**Run 1: gate-type map**

(6 px per um)
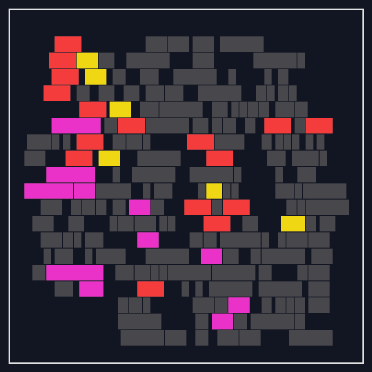
**Run 1: clock routing**

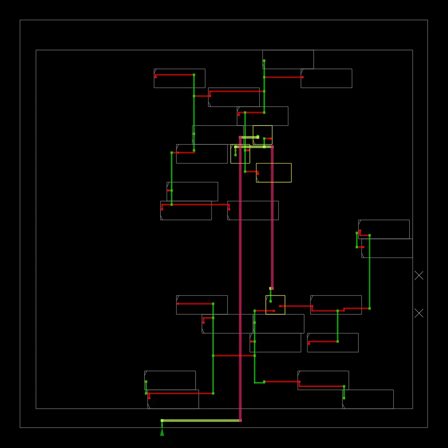
**Run 1: I/O nets highlighted**

(8 px per um)
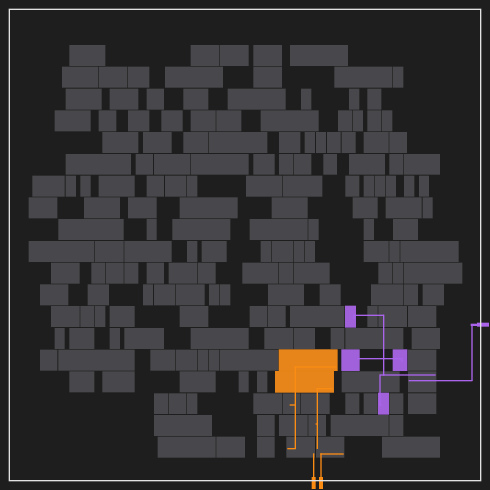
==> config.mk <==
export PLATFORM = sky130hd
export DESIGN_NAME = ivl_uvm_rd_win_arbiter
export DESIGN_NICKNAME = d
export VERILOG_FILES = /design/src/rtl/ivl_uvm_rd_arb_pkg.sv /design/src/rtl/ivl_uvm_rr_picker.sv /design/src/rtl/ivl_uvm_rd_win_arbiter.sv
export SDC_FILE = /design/constraint.sdc
export NUM_CORES = 1
export LEC_CHECK = 0
export ABC_CLOCK_PERIOD_IN_PS = 3550
export CAP_MARGIN = 20
export CORE_MARGIN = 2
export CORE_UTILIZATION = 50
export DETAILED_ROUTE_END_ITERATION = 12
export GPL_TIMING_DRIVEN = 0
export PLACE_DENSITY = 0.73
export SETUP_SLACK_MARGIN = 0.5
export SLEW_MARGIN = 20
export SYNTH_ARGS = -nofsm -noshare
export SYNTH_HDL_FRONTEND = slang
export SYNTH_SLANG_ARGS = --single-unit
==> constraint.sdc <==
create_clock -name clk -period 3.55 [get_ports clk]
set_input_delay 0.355 -clock clk [delete_from_list [all_inputs] [get_ports clk]]
set_output_delay 0.355 -clock clk [all_outputs]
set_load 0.05 [all_outputs]
==> CHANGELOG.md, run 1 <==
## Implementation

* Chip area at ~0.0034 sq mm
* CP Capture Type: flop
* ClkCell Share at about 2.1%
* Setup TNS at 0 ns
* Syn Inst Count at about 160
* Clock Path Buffers at 2
* Non-clock buffers, area share at ~12%
* NetSw at about 460 uW
* Initial antenna violation count at 0
* Overall power at between 1 and 1.5 mW
* Commonest cells post-synth: dfxtp_1 (22), ha_1 (16), nor2_1 (14), nand2_1 (12), nand2b_1 (11)
* Failing checks: design-rule violations
* Congestion Overflow GR at 0
* Comb pwr share at between 50% and 60%
* GR Util met3 at under 10%
* FFs w/ async S/R, synth at 0%
* Internal Power at between 500 and 600 uW
* Status: finished, violations left
* DR DRC count at 2
* PnR worst setup slack at slightly above 0.8 ns
* Max-cap viol count at 0
* Synth flops at 22
* RSZ-0062 raised after global routing: no
* Fill cell count at about 260
* Number of global-route vias before repair at around 1200
* Final Critical Period at 2.72 ns
* Top cell category: multi-input combinational cells
* Synth logic family: simple AND/OR/NAND/NOR gates
* Synth top cell by count: dfxtp_1
* Placed inst area at between 0.0015 and 0.002 sq mm
* Crit-path leading delay family: multiplexers
* GR Util met2 at between 30% and 40%
Back to the opening pictures, 'gate-type map':
Red stands for adder and majority cells, cells 16, most used ha_1. Magenta stands for multiplexers, cells 11, most used mux2i_1. Yellow stands for AND-OR and OR-AND gates, cells 6, most used a221o_1.
filler-free cell count of the finished design: 215
most numerous logic cell after layout: dfxtp_1
multi-input logic portion of the cell area: 56.0%

Back to the opening pictures, 'clock routing':
CTS Sinks: 22
# clk buffers: 4
Late-Pin Clk Latency: 0.31 ns
num sequential: 22

Back to the opening pictures, 'I/O nets highlighted':
Purple stands for `rd_ack`, direction input, edge east, end cells 4, buffers 1, wire 43.7 um. Orange stands for `rsp_id`, direction output, edge south, end cells 2, buffers 2, wire 34.8 um.
number of port buffers: 18
io pins: 19

**Run 1: sequential cells grouped by signal name**

(4 px per um)
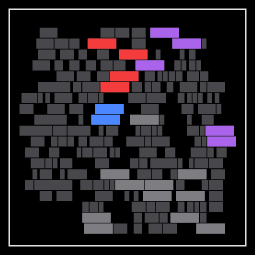

==> run 2: changes to the inputs <==
--- a/config.mk
+++ b/config.mk
@@ -5,13 +5,13 @@
 export SDC_FILE = /design/constraint.sdc
 export NUM_CORES = 1
 export LEC_CHECK = 0
-export ABC_CLOCK_PERIOD_IN_PS = 3550
+export ABC_CLOCK_PERIOD_IN_PS = 2500
 export CAP_MARGIN = 20
 export CORE_MARGIN = 2
-export CORE_UTILIZATION = 50
+export CORE_UTILIZATION = 49
 export DETAILED_ROUTE_END_ITERATION = 12
 export GPL_TIMING_DRIVEN = 0
-export PLACE_DENSITY = 0.73
+export PLACE_DENSITY = 0.75
 export SETUP_SLACK_MARGIN = 0.5
 export SLEW_MARGIN = 20
 export SYNTH_ARGS = -nofsm -noshare
==> constraint.sdc (replaced) <==
create_clock -name clk -period 2.5 [get_ports clk]
set_input_delay 0.25 -clock clk [delete_from_list [all_inputs] [get_ports clk]]
set_output_delay 0.25 -clock clk [all_outputs]
set_load 0.05 [all_outputs]
**Run 2: sequential cells grouped by signal name**

(4 px per um)
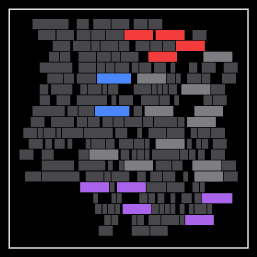
Purple stands for `cnt`, flops 5. Blue stands for `ptr`, flops 2. Red stands for `gnt`, flops 4.
Another 11 sequential cells are not coloured.
Final Util: 66.4%
seq pwr: 492 uW
Seq/total area: 22.7%
Flop area: 449 sq um

**Run 2: gate-type map**

(6 px per um)
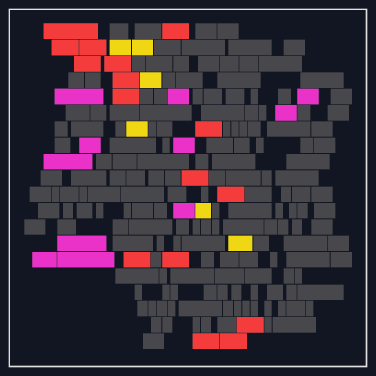
Magenta stands for multiplexers, cells 11, most used mux2i_1. Red stands for adder and majority cells, cells 16, most used ha_1. Yellow stands for AND-OR and OR-AND gates, cells 6, most used a221o_1.
multi-input logic portion of the cell area: 54.1%
filler-free cell count of the finished design: 229

==> run 2 against run 1 <==
Effect of this change:
- the flow now finishes without violations
- flip-flop count did not move
- worst hold slack improved by 0.0028 ns
- clock power rose by 47%
- area after synthesis did not move
- cell count rose by 6.5%
- first-iteration DRC count rose by 5.6%
- utilization rose by 3.9 points
- critical endpoint is now gnt[1]
- count of clock-buffer cells in the layout did not move
- combinational power rose by 77%
- design area rose by 13%
- via count rose by 6.9%
- total power rose by 62%
==> CHANGELOG.md, run 2 <==
## Implementation

* DR DRC count at 0
* Max-cap viol count at 0
* Congestion Overflow GR at 0
* Comb pwr share at a little under 60%
* CTS Sinks at 22
* Synth logic family: simple AND/OR/NAND/NOR gates
* Late-Pin Clk Latency at 0.32 ns
* Top cell category: multi-input combinational cells
* Max Clk Rate at between 400 and 500 MHz
* GR Util met2 at 37.2%
* NetSw at 751 uW
* Status: completed
* Number of port buffers at 18
* Num sequential at 22
* Met1 Resource Use GR at between 20% and 30%
* Synth top cell by count: dfxtp_1
* GR Util met3 at under 10%
* ClkCell Share at 1.83%
* Io pins at 19
* Placed inst area at between 0.0015 and 0.002 sq mm
* Final Critical Period at approximately 2.2 ns
* Synth flops at 22
* Commonest cells post-synth: dfxtp_1 (22), ha_1 (16), nor2_1 (14), nand2_1 (12), nand2b_1 (11)
* Fill cell count at 238
* Crit-path leading delay family: multiplexers
* Syn Inst Count at around 160
* Setup TNS at 0 ns
* PnR worst setup slack at 0.345 ns
* Most numerous logic cell after layout: dfxtp_1
* Clock Path Buffers at 2
* Register area share after synthesis at between 20% and 30%
* RSZ-0062 raised after global routing: yes
* Internal Power at just under 1 mW
No activity file was given, so power comes from the tool's default toggle rates.
